$ cat config.mk
export PLATFORM = sky130hd
export DESIGN_NAME = throw_ctrl
export DESIGN_NICKNAME = d
export VERILOG_FILES = /design/src/rtl/throw_ctrl.sv
export SDC_FILE = /design/constraint.sdc
export NUM_CORES = 1
export LEC_CHECK = 0
export CAP_MARGIN = 0
export CORE_UTILIZATION = 35
export DETAILED_ROUTE_END_ITERATION = 10
export PLACE_DENSITY_LB_ADDON = 0.2
export RECOVER_POWER = 50
export SLEW_MARGIN = 20
export SYNTH_ARGS = -nofsm -noshare
export SYNTH_HDL_FRONTEND = slang
export SYNTH_SLANG_ARGS = --single-unit
export TNS_END_PERCENT = 5
$ cat constraint.sdc
create_clock -name clk60MHz -period 3.45 [get_ports clk60MHz]
set_clock_uncertainty 0.2 [all_clocks]
set_input_delay 0.69 -clock clk60MHz [delete_from_list [all_inputs] [get_ports clk60MHz]]
set_output_delay 0.69 -clock clk60MHz [all_outputs]
set_load 0.03 [all_outputs]
$ cat src/rtl/throw_ctrl.sv
// -----------------------------------------------------------------------------
// throw_ctrl
//
// Local-player throw sequencer for the cat-and-dog game. When it is this
// board's turn, it charges throw power while the button is held and launches
// the projectile on release. It then integrates the trajectory once per video
// frame until the projectile lands on the ground or leaves the screen.
// throw_flag stays high for the whole flight. Its falling edge is what the
// turn manager counts to advance the turn.
//
// Parameters:
//   PLAYER        0 = cat (throws rightward), 1 = dog (throws leftward)
//   START_X/Y     launch position in pixels
//   GROUND_Y      y at which the projectile has landed
//   TARGET_X_MIN  lowest landing x counted as a hit (inclusive)
//   TARGET_X_MAX  highest landing x counted as a hit (inclusive)
//   SCREEN_W      screen width in pixels
//   GRAVITY       vy increment per frame tick
//   MAX_POWER     power saturation value
//
// Ports:
//   clk60MHz    in   system clock
//   rst         in   synchronous active-high reset
//   turn        in   [2:0] current turn number from the turn manager
//   btn         in   throw button level, already synchronised
//   frame_tick  in   one-cycle pulse per video frame
//   wind        in   [3:0] signed wind, -8..7
//   throw_flag  out  high while the projectile is in flight
//   proj_x      out  [11:0] signed projectile x
//   proj_y      out  [11:0] signed projectile y
//   power       out  [3:0] current or last charge power
//   hit         out  one-cycle pulse on a landing inside the target window
//
// Build option:
//   THROW_WIND_EN  when defined, the launch adds the signed wind to vx.
//                  Otherwise the wind port is accepted but ignored.
// -----------------------------------------------------------------------------
module throw_ctrl #(
  parameter int PLAYER       = 0,
  parameter int START_X      = 100,
  parameter int START_Y      = 400,
  parameter int GROUND_Y     = 400,
  parameter int TARGET_X_MIN = 600,
  parameter int TARGET_X_MAX = 680,
  parameter int SCREEN_W     = 800,
  parameter int GRAVITY      = 1,
  parameter int MAX_POWER    = 15
) (
  input  logic               clk60MHz,
  input  logic               rst,
  input  logic [2:0]         turn,
  input  logic               btn,
  input  logic               frame_tick,
  input  logic [3:0]         wind,
  output logic               throw_flag,
  output logic signed [11:0] proj_x,
  output logic signed [11:0] proj_y,
  output logic [3:0]         power,
  output logic               hit
);

  // Parameters are resized once here, so that every datapath compare and add
  // below works on matching signed widths.
  localparam logic signed [11:0] START_X_S    = 12'(START_X);
  localparam logic signed [11:0] START_Y_S    = 12'(START_Y);
  localparam logic signed [11:0] GROUND_Y_S   = 12'(GROUND_Y);
  localparam logic signed [11:0] TARGET_MIN_S = 12'(TARGET_X_MIN);
  localparam logic signed [11:0] TARGET_MAX_S = 12'(TARGET_X_MAX);
  localparam logic signed [11:0] SCREEN_MAX_S = 12'(SCREEN_W - 1);
  localparam logic signed [7:0]  GRAVITY_S    = 8'(GRAVITY);
  localparam logic [3:0]         MAX_POWER_U  = 4'(MAX_POWER);
  localparam logic               IS_DOG       = (PLAYER != 0);

  typedef enum logic [1:0] {
    IDLE   = 2'd0,
    CHARGE = 2'd1,
    FLIGHT = 2'd2,
    LAND   = 2'd3
  } state_t;

  state_t state, state_next;

  logic                btn_prev;
  logic [2:0]          last_turn, last_turn_next;
  logic [3:0]          power_next;
  logic signed [11:0]  pos_x_next, pos_y_next;
  logic signed [7:0]   vel_x, vel_x_next;
  logic signed [7:0]   vel_y, vel_y_next;
  logic                hit_next;

  logic                my_turn;
  logic                btn_rise;
  logic                btn_fall;
  logic signed [7:0]   power_ext;
  logic signed [7:0]   dir_power;
  logic signed [7:0]   launch_vx;
  logic signed [11:0]  flight_x;
  logic signed [11:0]  flight_y;
  logic                off_screen;
  logic                in_target;

  // Turn ownership: the low bit of the turn number alternates between the
  // cat (odd turns) and the dog (even turns).
  assign my_turn  = turn[0] ^ IS_DOG;
  assign btn_rise = !btn_prev && btn;
  assign btn_fall = btn_prev && !btn;

  // The launch speed is the charged power. The dog throws towards
  // decreasing x, so it starts with a negative horizontal velocity.
  assign power_ext = $signed({4'b0000, power});
  assign dir_power = IS_DOG ? -power_ext : power_ext;

`ifdef THROW_WIND_EN
  assign launch_vx = dir_power + $signed({{4{wind[3]}}, wind});
`else
  logic wind_unused;
  assign wind_unused = ^wind;
  assign launch_vx   = dir_power;
`endif

  // Candidate position for the next frame. Velocities are sign-extended to
  // the 12-bit position width before they are added.
  assign flight_x = proj_x + $signed({{4{vel_x[7]}}, vel_x});
  assign flight_y = proj_y + $signed({{4{vel_y[7]}}, vel_y});

  assign off_screen = flight_x[11] || (flight_x > SCREEN_MAX_S);
  assign in_target  = (flight_x >= TARGET_MIN_S) && (flight_x <= TARGET_MAX_S);

  // Next-state and datapath logic. Each register holds its value unless a
  // state explicitly updates it.
  always_comb begin
    state_next     = state;
    power_next     = power;
    pos_x_next     = proj_x;
    pos_y_next     = proj_y;
    vel_x_next     = vel_x;
    vel_y_next     = vel_y;
    last_turn_next = last_turn;
    hit_next       = 1'b0;

    case (state)
      IDLE: begin
        // last_turn blocks a second launch during the few cycles before the
        // turn manager advances turn after a landing.
        if (my_turn && (turn != last_turn) && btn_rise) begin
          state_next = CHARGE;
          power_next = 4'd0;
        end
      end

      CHARGE: begin
        // A release takes priority over a tick in the same cycle, so the
        // launch uses the power that was visible before that tick.
        if (btn_fall) begin
          state_next     = FLIGHT;
          pos_x_next     = START_X_S;
          pos_y_next     = START_Y_S;
          vel_x_next     = launch_vx;
          vel_y_next     = -power_ext;
          last_turn_next = turn;
        end else if (frame_tick && (power < MAX_POWER_U)) begin
          power_next = power + 4'd1;
        end
      end

      FLIGHT: begin
        if (frame_tick) begin
          pos_x_next = flight_x;
          pos_y_next = flight_y;
          vel_y_next = vel_y + GRAVITY_S;
          // A ground contact is checked before the screen edges. A hit is
          // possible only for a ground landing.
          if (flight_y >= GROUND_Y_S) begin
            pos_y_next = GROUND_Y_S;
            state_next = LAND;
            hit_next   = in_target;
          end else if (off_screen) begin
            state_next = LAND;
          end
        end
      end

      LAND: begin
        state_next = IDLE;
      end

      default: begin
        state_next = IDLE;
      end
    endcase
  end

  // State and datapath registers. throw_flag and hit are registered from
  // the next state, so they change on the same edge as the state.
  always_ff @(posedge clk60MHz) begin
    if (rst) begin
      state      <= IDLE;
      btn_prev   <= 1'b0;
      last_turn  <= 3'b000;
      power      <= 4'd0;
      proj_x     <= START_X_S;
      proj_y     <= START_Y_S;
      vel_x      <= 8'sd0;
      vel_y      <= 8'sd0;
      throw_flag <= 1'b0;
      hit        <= 1'b0;
    end else begin
      state      <= state_next;
      btn_prev   <= btn;
      last_turn  <= last_turn_next;
      power      <= power_next;
      proj_x     <= pos_x_next;
      proj_y     <= pos_y_next;
      vel_x      <= vel_x_next;
      vel_y      <= vel_y_next;
      throw_flag <= (state_next == FLIGHT);
      hit        <= hit_next;
    end
  end

endmodule

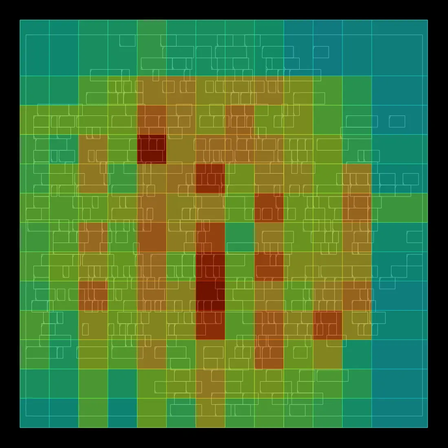
*Congestion heat map*
GRT busiest layer: met2
met3 GRT Util: 2.29%

==> Slide: Implementation Results <==
Flow Results at a Glance

Outcome
  – Status: completed

Worst setup path
  – R2R setup slack: 0.51 ns
  – Crit path to: vel_y[4]
  – Critical path class: primary input to register
  – Slowest-stage cell, CP: dlygate4sd3_1
  – Buf/Inv on CP: 2
  – Launch point of the worst reg-to-reg path: vel_y[0]
  – Crit path from: btn

Timing
  – Pins Over Slew Limit: 0
  – Final setup viols: 0
  – Slew HR: 61.7%
  – Minimum clock period: 2.99 ns
  – Worst setup slack after layout: 0.462 ns

CTS
  – Max Root-Sink Buffers: 2
  – Clk_lat worst skew: 0.30 ns
  – Postcts setup bufs: 0
  – H-tree depth: 2
  – Root buffer cell: clkbuf_8
  – CTS Buf Count: 5
  – CTS tree: done
  – CTS-repair resized insts: 0

Die
  – Die Width: 96.0 um
  – I/O pin count: 41
  – Die area: 9210 sq um
  – # rows: 33

Synth
  – Largest cells by area after synthesis: dfxtp_1 31%, ha_1 7.7%, a21oi_1 5.8%
  – Top-count cell post-synth: dfxtp_1
  – Comb area leader: AND-OR/OR-AND gates
  – Post-Synth Adder-Cell Area: 9.31%
  – Async SR Flop Fraction: 0%
  – Area share, top type: 31.1%
  – Mux area share: 1.98%
  – Post-synth EDFFs: 0
  – AND-OR/OR-AND share of the synthesized area: 27.0%
  – Post-synth top cells: 48 x dfxtp_1, 41 x nor2_1, 36 x a21oi_1, 33 x nand2_1, 19 x ha_1
  – Mapped Nets: 404

Layout
  – Area of the multi-input gates: 2000 sq um
  – Non-clock buffering overhead: 11.7%
  – Clock network area share: 2.13%
  – #MultiIn Comb: 293
  – Area growth, synth to finish: 17.8%
  – Top Layout Cells: 48 x dfxtp_1, 41 x nor2_1, 36 x a21oi_1
  – Biggest regs: proj_x (12), proj_y (12), vel_y (8)
  – Clkbuf count: 6
  – Max-area cell class: multi-input combinational cells
  – Final std cells w/o fill: 511

Global route
  – Vias in the first global route: 2,684
  – Largest net degree at the start of global routing: 18

Pwr
  – Top pwr grp: sequential cells
  – Pwr dens: 275 nW/um^2
  – Clk pwr share: 32.1%
  – Final total power: 1.00 mW
  – Seq pwr share: 56.9%
  – P_comb: 0.111 mW
  – Int Power: 0.743 mW

Min path
  – Hold EP: vel_x[0]
  – Source of the worst hold timing path: vel_x[0]

Detailed routing
  – Met3 WL: 226 um
  – DRC: 0
  – Via Count: 2,802
  – First drt pass iteration count: 4
  – ANT nets after route: 0

Placed design
  – Pre-CTS setup slack: 0.423 ns
  – DP Area: 3570 sq um
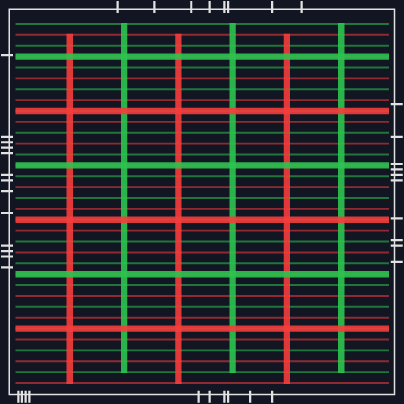
*PDN straps and rails*
(4 px per um) Pins as bars on the die edge.
red -> VSS
green -> VDD
rows = 33
signal pins = 41
Die Y: 96.0 um
core area: 8380 sq um
Peak VDD IR: 0.000150 V

No activity file was given, so power comes from the tool's default toggle rates.
